`config.mk`:
```
export PLATFORM = sky130hd
export DESIGN_NAME = dma_bus_arbiter_flat
export DESIGN_NICKNAME = d
export VERILOG_FILES = /design/src/rtl/dma_bus_arbiter_pkg.sv /design/src/rtl/dma_bus_arbiter_if.sv /design/src/rtl/dma_bus_arbiter.sv /design/src/flat_wrapper.sv
export SDC_FILE = /design/constraint.sdc
export NUM_CORES = 1
export LEC_CHECK = 0
export CORE_MARGIN = 3
export CORE_UTILIZATION = 44
export DETAILED_ROUTE_END_ITERATION = 16
export PLACE_DENSITY_LB_ADDON = 0.12
export SYNTH_ARGS = -nofsm -noshare
export SYNTH_HDL_FRONTEND = slang
export SYNTH_SLANG_ARGS = --single-unit
export TNS_END_PERCENT = 50
```
`constraint.sdc`:
```
create_clock -name clk -period 4.87 [get_ports clk]
set_input_delay 0.487 -clock clk [delete_from_list [all_inputs] [get_ports clk]]
set_output_delay 0.487 -clock clk [all_outputs]
set_load 0.02 [all_outputs]
```
`src/rtl/dma_bus_arbiter_pkg.sv`:
```
// Shared constants, state encoding and address helper for the DMA bus arbiter.
package dma_bus_arbiter_pkg;

    // Default CPU-visible trigger register and fixed DMA destination port.
    localparam logic [15:0] DEF_DMA_REG_ADDR = 16'h4014;
    localparam logic [15:0] DEF_DEST_ADDR    = 16'h2004;
    localparam int          DEF_LEN          = 256;

    // Arbiter states: IDLE hands the bus to the proc, RD/WR alternate per byte,
    // RESTORE re-presents the proc address so its read data is valid on resume.
    typedef enum logic [1:0] {
        DMA_IDLE    = 2'd0,
        DMA_RD      = 2'd1,
        DMA_WR      = 2'd2,
        DMA_RESTORE = 2'd3
    } dma_state_e;

    // Source byte address: page base plus byte index, 16-bit wrapping add.
    function automatic logic [15:0] src_addr(input logic [7:0] page, input logic [8:0] idx);
        return {page, 8'h00} + {7'd0, idx};
    endfunction

endpackage

```
`src/rtl/dma_bus_arbiter_if.sv`:
```
// Bundles the proc-side and RAM-side bus signals around the arbiter.
// slave  : the arbiter's view (drives cpu_rd_data/cpu_rdy and the mem_* bus).
// master : the environment's view (proc drives cpu_*, RAM drives mem_rd_data).
interface dma_bus_arbiter_if;

    logic [15:0] cpu_address;
    logic [7:0]  cpu_wr_data;
    logic        cpu_wr_enable;
    logic [7:0]  cpu_rd_data;
    logic        cpu_rdy;

    logic [15:0] mem_address;
    logic [7:0]  mem_wr_data;
    logic        mem_wr_enable;
    logic [7:0]  mem_rd_data;

    modport slave (
        input  cpu_address,
        input  cpu_wr_data,
        input  cpu_wr_enable,
        output cpu_rd_data,
        output cpu_rdy,
        output mem_address,
        output mem_wr_data,
        output mem_wr_enable,
        input  mem_rd_data
    );

    modport master (
        output cpu_address,
        output cpu_wr_data,
        output cpu_wr_enable,
        input  cpu_rd_data,
        input  cpu_rdy,
        input  mem_address,
        input  mem_wr_data,
        input  mem_wr_enable,
        output mem_rd_data
    );

endinterface

```
`src/rtl/dma_bus_arbiter.sv`:
```
// Single-port memory bus owner: passes proc cycles through, and on a write to
// the trigger register stalls the proc and copies LEN bytes from page
// {data,8'h00} to a fixed destination port, one read/write pair per byte.
module dma_bus_arbiter
    import dma_bus_arbiter_pkg::*;
#(
    parameter logic [15:0] DMA_REG_ADDR = DEF_DMA_REG_ADDR,
    parameter logic [15:0] DEST_ADDR    = DEF_DEST_ADDR,
    parameter int          LEN          = DEF_LEN   // legal range 1..256
) (
    input  logic               clk,
    input  logic               resetn,
    dma_bus_arbiter_if.slave   bus
);

    // Index of the final byte; the WR of this index moves on to RESTORE.
    localparam logic [8:0] LAST_IDX = 9'(LEN - 1);

    dma_state_e  state_q, state_d;
    logic [7:0]  page_q,  page_d;
    logic [8:0]  idx_q,   idx_d;

    // Read data always goes straight back; only meaningful to the proc in IDLE.
    assign bus.cpu_rd_data = bus.mem_rd_data;
    assign bus.cpu_rdy     = (state_q == DMA_IDLE);

    // Next-state logic and memory-bus mux (proc pass-through unless DMA owns it).
    always_comb begin
        state_d           = state_q;
        page_d            = page_q;
        idx_d             = idx_q;
        bus.mem_address   = bus.cpu_address;
        bus.mem_wr_data   = bus.cpu_wr_data;
        bus.mem_wr_enable = bus.cpu_wr_enable;

        case (state_q)
            DMA_IDLE: begin
                // The trigger register is not backed by RAM: swallow the
                // write and latch the source page instead.
                if (bus.cpu_wr_enable && (bus.cpu_address == DMA_REG_ADDR)) begin
                    bus.mem_wr_enable = 1'b0;
                    page_d            = bus.cpu_wr_data;
                    idx_d             = 9'd0;
                    state_d           = DMA_RD;
                end
            end
            DMA_RD: begin
                bus.mem_address   = src_addr(page_q, idx_q);
                bus.mem_wr_enable = 1'b0;
                state_d           = DMA_WR;
            end
            DMA_WR: begin
                // RAM returns the byte addressed in RD during this cycle.
                bus.mem_address   = DEST_ADDR;
                bus.mem_wr_data   = bus.mem_rd_data;
                bus.mem_wr_enable = 1'b1;
                idx_d             = idx_q + 9'd1;
                state_d           = (idx_q == LAST_IDX) ? DMA_RESTORE : DMA_RD;
            end
            DMA_RESTORE: begin
                // Re-present the held proc address so read data is fresh on resume.
                bus.mem_wr_enable = 1'b0;
                state_d           = DMA_IDLE;
            end
            default: begin
                state_d = DMA_IDLE;
            end
        endcase
    end

    // State, page and byte-index registers with synchronous active-low reset.
    always_ff @(posedge clk) begin
        if (!resetn) begin
            state_q <= DMA_IDLE;
            page_q  <= 8'd0;
            idx_q   <= 9'd0;
        end else begin
            state_q <= state_d;
            page_q  <= page_d;
            idx_q   <= idx_d;
        end
    end

endmodule

```
`src/flat_wrapper.sv`:
```
// flat-port wrapper written by rule: the top's interface ports become plain ports
module dma_bus_arbiter_flat import dma_bus_arbiter_pkg::*;
#(
    parameter logic [15:0] DMA_REG_ADDR = DEF_DMA_REG_ADDR,
    parameter logic [15:0] DEST_ADDR    = DEF_DEST_ADDR,
    parameter int          LEN          = DEF_LEN                        
)
  (clk, resetn, bus_cpu_address, bus_cpu_wr_data, bus_cpu_wr_enable, bus_cpu_rd_data, bus_cpu_rdy, bus_mem_address, bus_mem_wr_data, bus_mem_wr_enable, bus_mem_rd_data);
  dma_bus_arbiter_if bus_i ();
  input  logic clk;
  input  logic resetn;
  input wire logic [$bits(bus_i.cpu_address)-1:0] bus_cpu_address;
  input wire logic [$bits(bus_i.cpu_wr_data)-1:0] bus_cpu_wr_data;
  input wire logic [$bits(bus_i.cpu_wr_enable)-1:0] bus_cpu_wr_enable;
  output wire logic [$bits(bus_i.cpu_rd_data)-1:0] bus_cpu_rd_data;
  output wire logic [$bits(bus_i.cpu_rdy)-1:0] bus_cpu_rdy;
  output wire logic [$bits(bus_i.mem_address)-1:0] bus_mem_address;
  output wire logic [$bits(bus_i.mem_wr_data)-1:0] bus_mem_wr_data;
  output wire logic [$bits(bus_i.mem_wr_enable)-1:0] bus_mem_wr_enable;
  input wire logic [$bits(bus_i.mem_rd_data)-1:0] bus_mem_rd_data;
  assign bus_i.cpu_address = bus_cpu_address;
  assign bus_i.cpu_wr_data = bus_cpu_wr_data;
  assign bus_i.cpu_wr_enable = bus_cpu_wr_enable;
  assign bus_cpu_rd_data = bus_i.cpu_rd_data;
  assign bus_cpu_rdy = bus_i.cpu_rdy;
  assign bus_mem_address = bus_i.mem_address;
  assign bus_mem_wr_data = bus_i.mem_wr_data;
  assign bus_mem_wr_enable = bus_i.mem_wr_enable;
  assign bus_i.mem_rd_data = bus_mem_rd_data;
  dma_bus_arbiter #(.DMA_REG_ADDR(DMA_REG_ADDR), .DEST_ADDR(DEST_ADDR), .LEN(LEN)) u_core (.clk(clk), .resetn(resetn), .bus(bus_i));
endmodule
```
==> qor.yml <==
warnings: 29
grt_util_met3: 0.0486
place_inst: 284
switchingPower_mw: 0.0903
antenna_found_initial: 0
yosys_warnings: 0
wl_met3_um: 178
yosysCellCount: 187
setup_viol: 0
routedLengthMet1_um: 1690
p_comb_mw: 0.0929
worst_pin_slew_ps: 757
drtAntennaViolNets: 0
synth-xor-area-share: 0.0368
synth_async_sr_flop_share: 0
die_area_um2: 3970
drt_drc_violations_left: 0
synthesis.nets: 230
total_clock_buffers_created_by_cts: 3
synth_flops: 19
power_leader: "registers"
logic_gate_fraction_of_the_total_cell_area: 0.421
final_nets: 288
min_delay_worst_endpoint: "u_core.idx_q[8]"
synth.mux.area_fraction: 0.119
post-synth-top-area-fraction: 0.266
die_y_um: 63.0
grt_util_all_layers: 0.203
crit_arrival_ps: 2620
timing.clock.skew_ps: 6.98
finalCritPeriodShare: 0.639
routabilityCongestion: 0.824
final_total_negative_setup_slack_ps: 0
ctsResizeCount: 0
clock_power_share: 0.251
vdd.ir_drop.worst_uv: 137
yosys_most_used_dff: "sky130_fd_sc_hd__dfxtp_1"
floorplan.die.width_um: 63.0
non_clock_buffer_count: 68
hold_path.class: "reg2reg"
synth.cell_area_um2: 1430
cellInternalPower_mw: 0.241
critical_path.startpoint: "u_core.state_q[0]"
htreeDepth: 1
totalWireLength_um: 3820
via_count: 1481
min_period_ps: 3110
peak_usage_layer_in_the_global_routing_report: "met2"
pre_cts_ws_ps: 2120
dominant_cells: "multi-input combinational cells"
post_cts_hold_buffer_count: 0
crit-reg2reg-capture: "u_core.idx_q[7]"
tritoncts: "done"
regMostFlops: "u_core.idx_q"
status: "finished, final reports clean"
insertedDiodeCount: 0
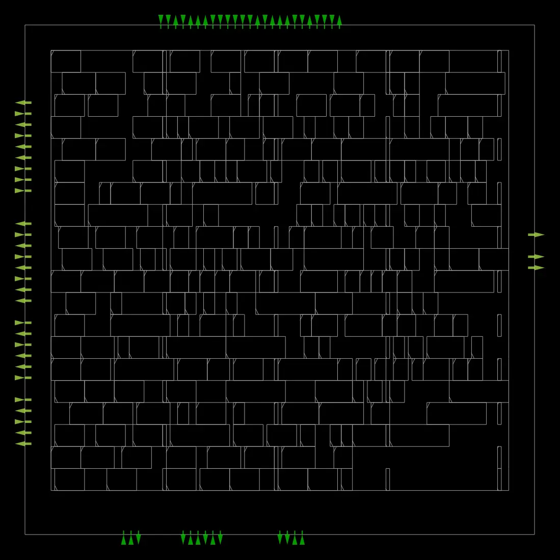
(cell outlines without signal wires)
standard-cell row count: 20
Filler Cells Inserted: 293

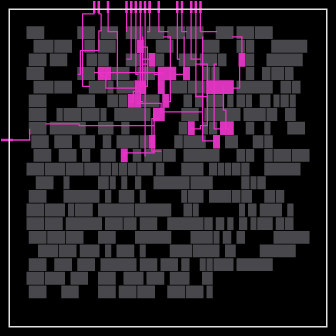
(wires at chosen ports, followed through buffers)
magenta -> bus_cpu_address  # bits 16, direction input, edge 15 top, 1 left, end cells 20, buffers 16, wire 420 um
I/O Buffers: 68
count of pins on the block boundary: 69

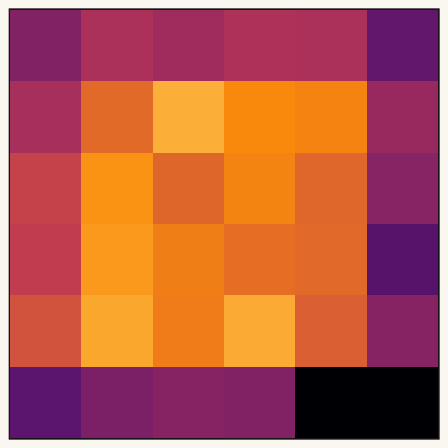
(local utilization)
6 x 6 tiles, from black (low) to pale yellow (high), 0 to 100% covered.
fullest tile = 82%
nearly empty tiles = 5.6%
emptiest ninth of the die = lower right
tiles over 75% full = 14%
mean over tiles = 52%
Starting Density: 0.464
fin util: 0.683
Core Box Area: 3080 um2

